$ cat src/rtl/imm_ext_pipe.sv
// Registered immediate generator with EXTEND-prefix pairing; 1-cycle latency.
// stall freezes every register; flush drops the output and any pending prefix.
module imm_ext_pipe #(
    parameter int           DATA_W    = 16,
    parameter logic [4:0]   PREFIX_OP = 5'b11110,
    parameter bit           PREFIX_EN = 1'b1
) (
    input  logic              clk,
    input  logic              rst,
    input  logic              in_valid,
    input  logic [15:0]       inst,
    input  logic [2:0]        mode,
    input  logic              stall,
    input  logic              flush,
    output logic              out_valid,
    output logic [DATA_W-1:0] imm,
    output logic              out_prefixed,
    output logic              prefix_pending,
    output logic              prefix_err,
    output logic              mode_err
);

    localparam logic [0:0] IDLE = 1'b0;
    localparam logic [0:0] PEND = 1'b1;

    logic [0:0]        state;
    logic [10:0]       pfx;
    logic [15:0]       norm16;
    logic              mode_rsv;
    logic              is_pfx;
    logic [15:0]       pair16;
    logic [DATA_W-1:0] norm_imm;
    logic [DATA_W-1:0] pair_imm;

    assign is_pfx = PREFIX_EN && (inst[15:11] == PREFIX_OP);

    // Every format is expressed as a 16-bit value whose bit 15 already
    // carries the sign (zero for Z8 and reserved), so one sign-extension suffices.
    always_comb begin
        norm16   = 16'h0000;
        mode_rsv = 1'b0;
        case (mode)
            3'd0:    norm16 = {8'h00, inst[7:0]};
            3'd1:    norm16 = {{5{inst[10]}}, inst[10:0]};
            3'd2:    norm16 = {{8{inst[7]}}, inst[7:0]};
            3'd3:    norm16 = {{11{inst[4]}}, inst[4:0]};
            3'd4:    norm16 = {{12{inst[3]}}, inst[3:0]};
            3'd5:    norm16 = {inst[7:0], 8'h00};
            default: mode_rsv = 1'b1;
        endcase
    end

    assign norm_imm = DATA_W'($signed(norm16));
    assign pair16   = {pfx, inst[4:0]};
    assign pair_imm = (mode == 3'd0) ? DATA_W'(pair16) : DATA_W'($signed(pair16));

    always_ff @(posedge clk) begin
        if (rst) begin
            state        <= IDLE;
            pfx          <= '0;
            out_valid    <= 1'b0;
            imm          <= '0;
            out_prefixed <= 1'b0;
            prefix_err   <= 1'b0;
            mode_err     <= 1'b0;
        end else if (flush) begin
            state        <= IDLE;
            out_valid    <= 1'b0;
            out_prefixed <= 1'b0;
            prefix_err   <= 1'b0;
            mode_err     <= 1'b0;
        end else if (!stall) begin
            out_valid    <= 1'b0;
            out_prefixed <= 1'b0;
            prefix_err   <= 1'b0;
            mode_err     <= 1'b0;
            if (in_valid) begin
                if (is_pfx) begin
                    pfx        <= inst[10:0];
                    prefix_err <= (state == PEND);
                    state      <= PEND;
                end else if (state == PEND) begin
                    imm          <= pair_imm;
                    out_valid    <= 1'b1;
                    out_prefixed <= 1'b1;
                    state        <= IDLE;
                end else begin
                    imm       <= norm_imm;
                    out_valid <= 1'b1;
                    mode_err  <= mode_rsv;
                end
            end
        end
    end

    assign prefix_pending = (state == PEND);

endmodule

$ cat config.mk
export PLATFORM = sky130hd
export DESIGN_NAME = imm_ext_pipe
export DESIGN_NICKNAME = d
export VERILOG_FILES = /design/src/rtl/imm_ext_pipe.sv
export SDC_FILE = /design/constraint.sdc
export NUM_CORES = 1
export LEC_CHECK = 0
export CAP_MARGIN = 40
export CORE_AREA = 2 2 59 61
export CTS_BUF_LIST = sky130_fd_sc_hd__clkbuf_4 sky130_fd_sc_hd__clkbuf_8 sky130_fd_sc_hd__clkbuf_16
export CTS_CLUSTER_SIZE = 10
export DETAILED_ROUTE_END_ITERATION = 8
export DIE_AREA = 0 0 61 63
export PLACE_DENSITY = 0.91
export SLEW_MARGIN = 20
export SYNTH_ARGS = -nofsm -noshare
export SYNTH_HDL_FRONTEND = slang
export SYNTH_SLANG_ARGS = --single-unit
$ cat constraint.sdc
create_clock -name clk -period 3.7 [get_ports clk]
set_input_delay 0.37 -clock clk [delete_from_list [all_inputs] [get_ports clk]]
set_output_delay 0.37 -clock clk [all_outputs]
set_load 0.03 [all_outputs]
==> deck_impl_summary.md <==
Physical Implementation Snapshot

Yosys
  • Syn Std Cell Area: ~0.0016 mm2
  • Mapped Cells: approximately 180
  • Synth flops: 32
  • Ys cells: 178
  • Syn Area/Cell: around 9 um2
  • Number of enable flip-flop cells: 0
  • Syn nets: roughly 200

Min path
  • Hold Path End: out_valid
  • Worst hold start: out_valid
  • Hold path cells: 2
  • Worst Hold Class: reg -> reg

Final layout
  • NumNets Final: around 250
  • Ant. Diodes: 0
  • Commonest Layout Cell: clkdlybuf4s50_1

Clock tree
  • Clock slew at the register clock pins of the worst setup and hold paths: approximately 0.09 ns
  • Total CTS buffers: 5
  • Hold-fix buffers at CTS: 0
  • Setup repair bufs after CTS: 0

Global routing
  • Initial antenna violation count: 0

Setup path
  • Critical path cell sequence: clkdlybuf4s50_1
  • Worst Path Class, Setup: reg -> out
  • Largest fanout on the critical path: 22
  • Crit path buf inv count: 1

Final timing
  • Worst-margin pin slew: about 0.76 ns
  • Cycle use final: approximately 63%
  • Setup TNS: 0 ns
  • Clock period minus worst slack: between 2 and 2.5 ns

Place
  • Detail Placement HPWL: approximately 2.9 mm
  • Port bufs: around 44
  • Dpl cell area: about 0.0020 mm2

Route
  • WL/cell: between 10 and 15 um
  • Drt total wl: 3.95 mm
  • Iter 0 DRT Violations: approximately 96
  • Vias per cell: approximately 5.6
  • Drt first pass iters: 4

Die
  • I/O pin total: approximately 45
  • Core area: 0.00323 mm2
  • Die area: slightly below 0.004 mm2

Status
  • Status: finished clean

Power and ir drop
  • Max IR drop VDD: 0.000180 V
[area by class of cell]
class                      count  area (um2)  share of cell area (%)
sequential                    32         641                    30.3
multi-input combinational    131         863                    40.9
timing repair buffer          47         470                    22.3
clock buffer                   7        65.1                    3.08
inverter                       4        15.0                   0.711
tap                           46        57.6                    2.73
[synthesized netlist by cell type, types with 2 or more instances]
cell / instances / area [um2]
inv_1: 4 / 15.0
clkbuf_1: 3 / 11.3
a311oi_1: 8 / 70.1
a22oi_1: 3 / 22.5
o21ai_0: 12 / 60.1
a311oi_2: 2 / 30.0
a21bo_2: 3 / 30.0
dfxtp_1: 32 / 641
nand2b_1: 2 / 12.5
buf_4: 2 / 15.0
mux2i_1: 17 / 170
nand3_1: 5 / 25.0
nand2_1: 7 / 26.3
nor2_1: 32 / 120
a21oi_1: 17 / 85.1
nand3b_1: 4 / 30.0
nor3b_1: 4 / 30.0
buf_2: 4 / 20.0
a211oi_2: 2 / 25.0
nor3_1: 2 / 10.0
[kinds of logic after synthesis]
| group | count (synthesis) | synth area share [%] |
|---|---|---|
| buffers and inverters | 15 | 4.83 |
| flip-flops | 32 | 40.5 |
| AND/OR/NAND/NOR | 62 | 19.6 |
| AND-OR/OR-AND | 52 | 24.2 |
| multiplexers | 17 | 10.8 |
[routing by layer]
layer / GRT usage (%) / vias to the layer above / part of all wire [%]
li1: - / 736 / -
met1: 30.4 / 715 / 43
met2: 33.3 / 42 / 50
met3: 5.59 / 6 / 5.6
met4: 7.07 / 0 / 1.5
met5: 0 / - / 0
[how the worst max path moves through the flow]
stage	from	endpoint	slack, ns	cells after the start
6_report	prefix_pending	prefix_pending	1.36	1
5_1_grt	prefix_pending	prefix_pending	1.28	1
4_1_cts	prefix_pending	prefix_pending	1.37	1
3_5_place_dp	mode[2]	imm[12]	1.47	4
3_3_place_gp	stall	imm[10]	1.36	5
2_1_floorplan	inst[15]	imm[10]	2.23	5
[report_power, final]
group	switching, mW	internal (mW)
clock network	0.117	0.108
logic	0.0713	0.0610
registers	0.00449	0.353
total	0.193	0.521
[sequential cells by signal, summed over array words and instances (netlist names)]
name,count
imm,16
mode_err,1
out_prefixed,1
out_valid,1
pfx,11
prefix_err,1
prefix_pending,1
[stage by stage]
step           setup WS (ns)  hold WS [ns]
4_1_cts                 1.37         0.479
3_5_place_dp            1.47         0.466
5_1_grt                 1.28         0.506
2_1_floorplan           2.23         0.458
3_3_place_gp            1.36         0.461
6_report                1.36         0.481
Placed standard cells:
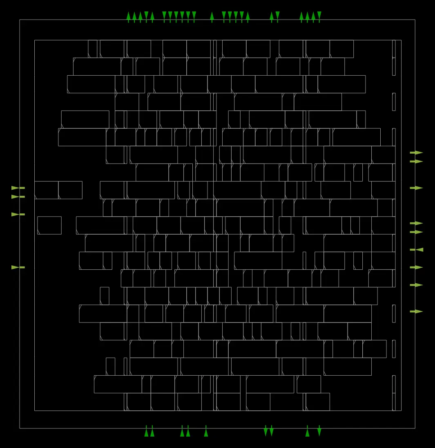
Flop Count: 32
Rows: 21
fin util: 65.4%

Sequential cells grouped by signal name:
Other sequential cells in the stronger gray, the rest of the logic in the fainter gray.
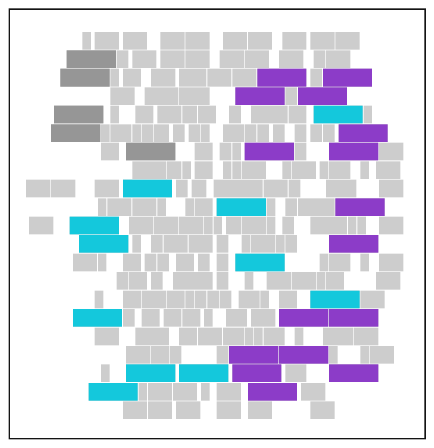
cyan -> pfx  # sequential cells 11
purple -> imm  # sequential cells 16

Clock wires, drivers and flops:
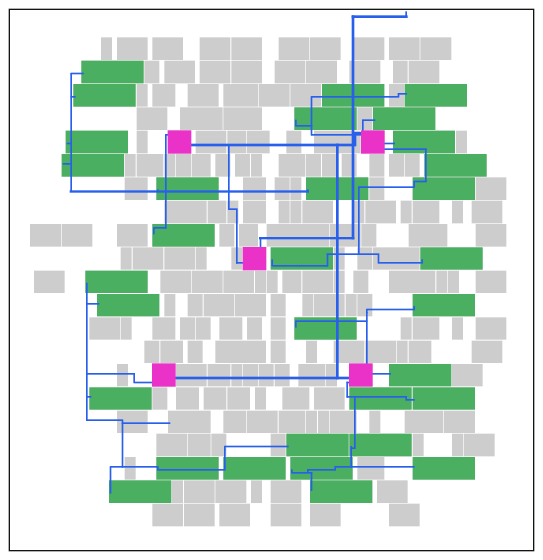
blue -> clock wires  # length 410 um
magenta -> cells driving clock nets  # count 5
green -> flip-flops  # count 32
routed clock nets = 6

No activity file was given, so power comes from the tool's default toggle rates.
